## src/rtl/arith_extend_pkg.sv

```systemverilog
// arith_extend_pkg: shared types for the extender (sign-mode enum, control bundle and its accessors)
`ifndef ARITH_EXTEND_PKG_SV
`define ARITH_EXTEND_PKG_SV
`define CTRL_CLOCK(c) c.clock
`define CTRL_RESET(c) c.reset
package Arith_pkg;
    typedef enum logic {
        Unsigned = 1'b0,
        Signed   = 1'b1
    } SignedUnsigned;
endpackage
package Util_pkg;
    typedef struct packed {
        logic clock;
        logic reset;
    } Control;
endpackage
`endif

```

## src/rtl/arith_extend_lane.sv

```systemverilog
// arith_extend_lane: one combinational lane that widens IN_W bits to OUT_W bits by sign or zero fill
module arith_extend_lane
    import Arith_pkg::*;
#(
    parameter int IN_W  = 16,
    parameter int OUT_W = 32
) (
    input  logic [IN_W-1:0]  in,
    input  SignedUnsigned    sign,
    output logic [OUT_W-1:0] ext
);
    if (OUT_W == IN_W) begin : g_same
        assign ext = in;
    end else begin : g_wide
        assign ext = {{(OUT_W-IN_W){sign == Signed && in[IN_W-1]}}, in};
    end
endmodule

```

## src/rtl/arith_extend.sv

```systemverilog
// arith_extend: DEPTH-lane registered sign/zero extender; define ARITH_EXTEND_BYPASS_EN for a combinational, reset-free version
module arith_extend
    import Arith_pkg::*, Util_pkg::*;
#(
    parameter int IN_W  = 16,
    parameter int OUT_W = 32,
    parameter int DEPTH = 1
) (
    input  Control           ctrl,
    input  logic [IN_W-1:0]  in  [DEPTH-1:0],
    input  SignedUnsigned    sign,
    output logic [OUT_W-1:0] out [DEPTH-1:0]
);
    logic [OUT_W-1:0] ext [DEPTH-1:0];
    if (OUT_W < IN_W) begin : g_bad_width
        $error("arith_extend: OUT_W (%0d) must be >= IN_W (%0d)", OUT_W, IN_W);
    end
    for (genvar i = 0; i < DEPTH; i++) begin : g_lane
        arith_extend_lane #(.IN_W(IN_W), .OUT_W(OUT_W)) u_lane (
            .in   (in[i]),
            .sign (sign),
            .ext  (ext[i])
        );
    end
`ifdef ARITH_EXTEND_BYPASS_EN
    // extended values pass straight through with no latency
    always_comb out = ext;
`else
    // capture every lane each edge; reset zeroes all lanes and drops that edge's input
    always_ff @(posedge `CTRL_CLOCK(ctrl)) begin
        for (int i = 0; i < DEPTH; i++) out[i] <= `CTRL_RESET(ctrl) ? '0 : ext[i];
    end
`endif
endmodule

```

## config.mk

```make
export PLATFORM = sky130hd
export DESIGN_NAME = arith_extend
export DESIGN_NICKNAME = d
export VERILOG_FILES = /design/src/rtl/arith_extend_pkg.sv /design/src/rtl/arith_extend_lane.sv /design/src/rtl/arith_extend.sv
export SDC_FILE = /design/constraint.sdc
export NUM_CORES = 1
export LEC_CHECK = 0
export CAP_MARGIN = 20
export CORE_UTILIZATION = 60
export CTS_BUF_LIST = sky130_fd_sc_hd__clkbuf_2 sky130_fd_sc_hd__clkbuf_4 sky130_fd_sc_hd__clkbuf_8
export DETAILED_ROUTE_END_ITERATION = 16
export DONT_BUFFER_PORTS = 1
export PLACE_DENSITY = 0.76
export SYNTH_ARGS = -nofsm -noshare
export SYNTH_HDL_FRONTEND = slang
export SYNTH_HIERARCHICAL = 1
export SYNTH_SLANG_ARGS = --single-unit
export TNS_END_PERCENT = 1
```

## constraint.sdc

```tcl
create_clock -name ctrl -period 2.53 [get_ports ctrl]
set_clock_uncertainty 0.15 [all_clocks]
set_input_delay 0.506 -clock ctrl [delete_from_list [all_inputs] [get_ports ctrl]]
set_output_delay 0.506 -clock ctrl [all_outputs]
set_load 0.01 [all_outputs]
```

==> summary.txt <==
Run status -> finished with violations
Violations in the final reports -> negative hold slack
Number of flip-flops under the largest register name -> 32
Pwr per Cell Area -> 1580 mW/mm^2
Summed area of non-filler cells in the final layout -> 0.00101 sq mm
First-pass DRT Iterations -> 2
End-of-flow core utilization -> 58.6%
Largest registers ranked by flip-flop count -> out: 32 flops
Number of filler instances in the final layout -> 170
# hold bufs at CTS -> 0
Post-Route Hold Slack -> -0.0510 ns
Layout Nets -> 96
Transition time at the pin with the least slew margin -> 0.367 ns
Critical Path Start -> ctrl[0]
Aggregate routed wire length -> 1220 microns
Cell taking the most area after synthesis -> sky130_fd_sc_hd__dfxtp_1
Ranking of synthesized cells by instance count -> 34 x sky130_fd_sc_hd__buf_4, 32 x sky130_fd_sc_hd__dfxtp_1, 32 x sky130_fd_sc_hd__nor2b_1
Class of the tightest hold or removal check -> clock port to register
Crit path required time -> 2.63 ns
Standard cell area after detailed placement -> 878 sq um
Count of library flops with an enable pin -> 0
Number of antenna repair diodes -> 0
Synthesized Nets -> 118
Most used flip-flop cell -> sky130_fd_sc_hd__dfxtp_1
Share of final-layout standard cells stronger than drive strength 1 -> 18.8%
Power, Total -> 1.60 mW
Vias in the first global route -> 561
Kind of critical path -> clock port to register
Fin Setup TNS -> 0 ns
# DRC -> 0
Maxcap violations -> 0
Antenna violations before repair -> 0
Tally of yosys warning messages -> 6
Final Wtd Congestion -> 0.500
Number of max-slew violations in the final report -> 0
Hold violation count in the final report -> 32
Number of synthesized register bits -> 32
Congestion Overflow GR -> 0
Area growth syn-to-layout -> -8.29%
Vias after detailed routing -> 465
Vias per cell -> 4.43
Ports -> 51
Most frequent cell after synthesis -> sky130_fd_sc_hd__buf_4
Critical Path Start Type -> clock port
Routed len/inst -> 11.6 microns
Cell Rows -> 15
Gr usage total -> 16.3%
Total number of warnings across the stage logs -> 58
Cell Type Count -> 4
Worst Min Path Start -> ctrl[0]
Gates resized, CTS repair -> 0
Fraction of the yosys area taken by sequential cells -> 58.1%
Final-report setup violation count -> 0
Worst slew slack as a fraction of its limit -> 75.5%
Die y size -> 44.9 microns
Violation count after the first detailed-routing iteration -> 1
Largest net degree at the start of global routing -> 17
Worst IR Drop VDD -> 0.000697 V
Critical Path Sink Type -> register
Yosys-reported design area after synthesis -> 0.00110 sq mm
Dominant cell area share -> 58.1%
Avg Synthesized Cell Area -> 11.1 sq um
Die X -> 44.9 microns
Register bank with the most flops -> out
Unrepaired setup endpoints after global routing -> no
Clock transition at the register clock pins on the worst setup and hold paths after CTS -> 0.09 ns
Placeable core area -> 0.00173 sq mm
FP Core Util -> 63.8%
Port bufs -> 0
Die area -> 0.00201 sq mm
Highest net fanout along the worst path -> 9
Number of standard cells reported by yosys -> 99
Fraction of synthesis flops using an asynchronous set or reset pin -> 0%
Number of buffers inserted to repair setup after CTS -> 0
Synthesized instance count -> 99
Lkg Pwr -> 0.415 nW
Largest cells by area after synthesis -> sky130_fd_sc_hd__dfxtp_1 58%, sky130_fd_sc_hd__buf_4 23%, sky130_fd_sc_hd__nor2b_1 18%
Arrival time worst endpoint -> 1.72 ns
TritonCTS clock tree -> yes
Remaining antenna violation count -> 0
Syn Std Cell Area -> 0.00110 sq mm
First-pass GRT wire length -> 1770 microns
power by group:
part	switching (mW)	leakage, nW	internal (mW)
Combinational	0.00241	0.00266	0.000414
Clock	0.378	0.148	0.383
Sequential	0.149	0.265	0.689
Total	0.529	0.415	1.07
layout make-up:
cell class / count / area (sq um) / share of cell area, %
Sequential cell: 32 / 641 / 63.4
Multi-Input combinational cell: 33 / 206 / 20.4
Clock buffer: 11 / 82.6 / 8.17
Clock inverter: 4 / 50.0 / 4.95
Tap cell: 25 / 31.3 / 3.09
path summary, 6_finish.rpt:
| check | end | slack, ns | cells after the start |
|---|---|---|---|
| worst max-delay path | out[0] | 0.91 | 3 |
| worst min-delay path | out[9] | -0.05 | 3 |
cells in the final DEF (no fill, tap or decap), drive strengths merged:
cell,instances
clkinv,2
and2,1
clkbuf,11
inv,1
dfxtp,32
nor2b,32
bufinv,1
kinds of logic after synthesis:
family                 synth area share (%)
buffers and inverters                  23.2
DFF                                    58.1
and+or+nand+nor                        18.7
worst max-delay path, stage by stage:
cell,delay (ns)
sky130_fd_sc_hd__clkbuf_4,0.14
sky130_fd_sc_hd__clkbuf_4,0.18
sky130_fd_sc_hd__nor2b_1,0.13
metal layers:
layer | track usage [%] | vias to the layer above | wire length, microns
li1 | - | 224 | -
met1 | 8.18 | 193 | 446
met2 | 10.0 | 40 | 523
met3 | 30.0 | 8 | 193
met4 | 31.5 | 0 | 57
met5 | 0 | - | 0
stage by stage:
step / instances / setup slack [ns] / hold slack, ns
3_5_place_dp: 90 / 0.979 / -0.0784
6_report: 105 / 0.909 / -0.0510
5_1_grt: 105 / 0.890 / -0.0581
4_1_cts: 105 / 0.890 / -0.0511
3_3_place_gp: 90 / 0.979 / -0.0784
2_1_floorplan: 99 / 0.823 / -0.0784
### Cell density map

Bar = 10 microns. The die is cut into 9 by 9 equal tiles; white is low, dark blue is high, 0 to 100% covered.
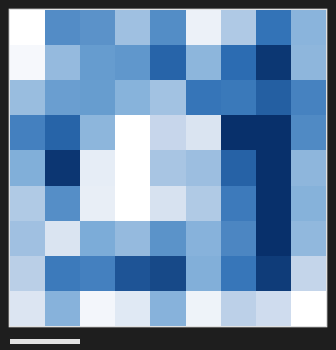
tiles over 75% full: 19%
emptiest ninth of the die: center
nearly empty tiles: 6.2%
mean over tiles: 49%
densest ninth of the die: east
fullest tile: 100%

### Clock nets

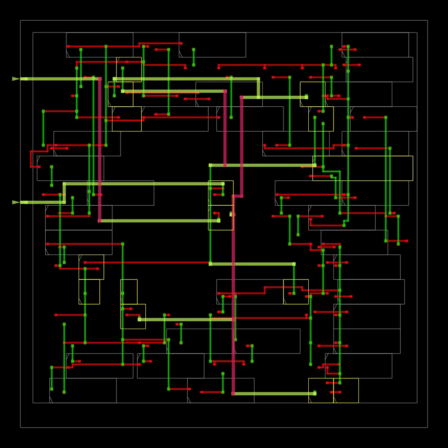
clock network power consumption: 0.761 mW
CLK BUF: 11
count of sequential standard cells: 32

### Metal 1

Supply wires on this layer in gray.
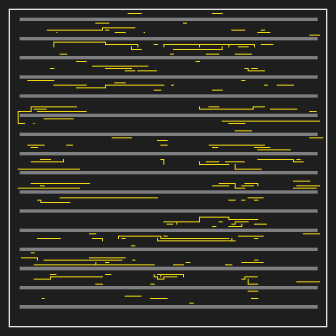
longest straight run: 17.0 microns
nets with wire on the layer: 77

Power and IR drop assume default switching activity.
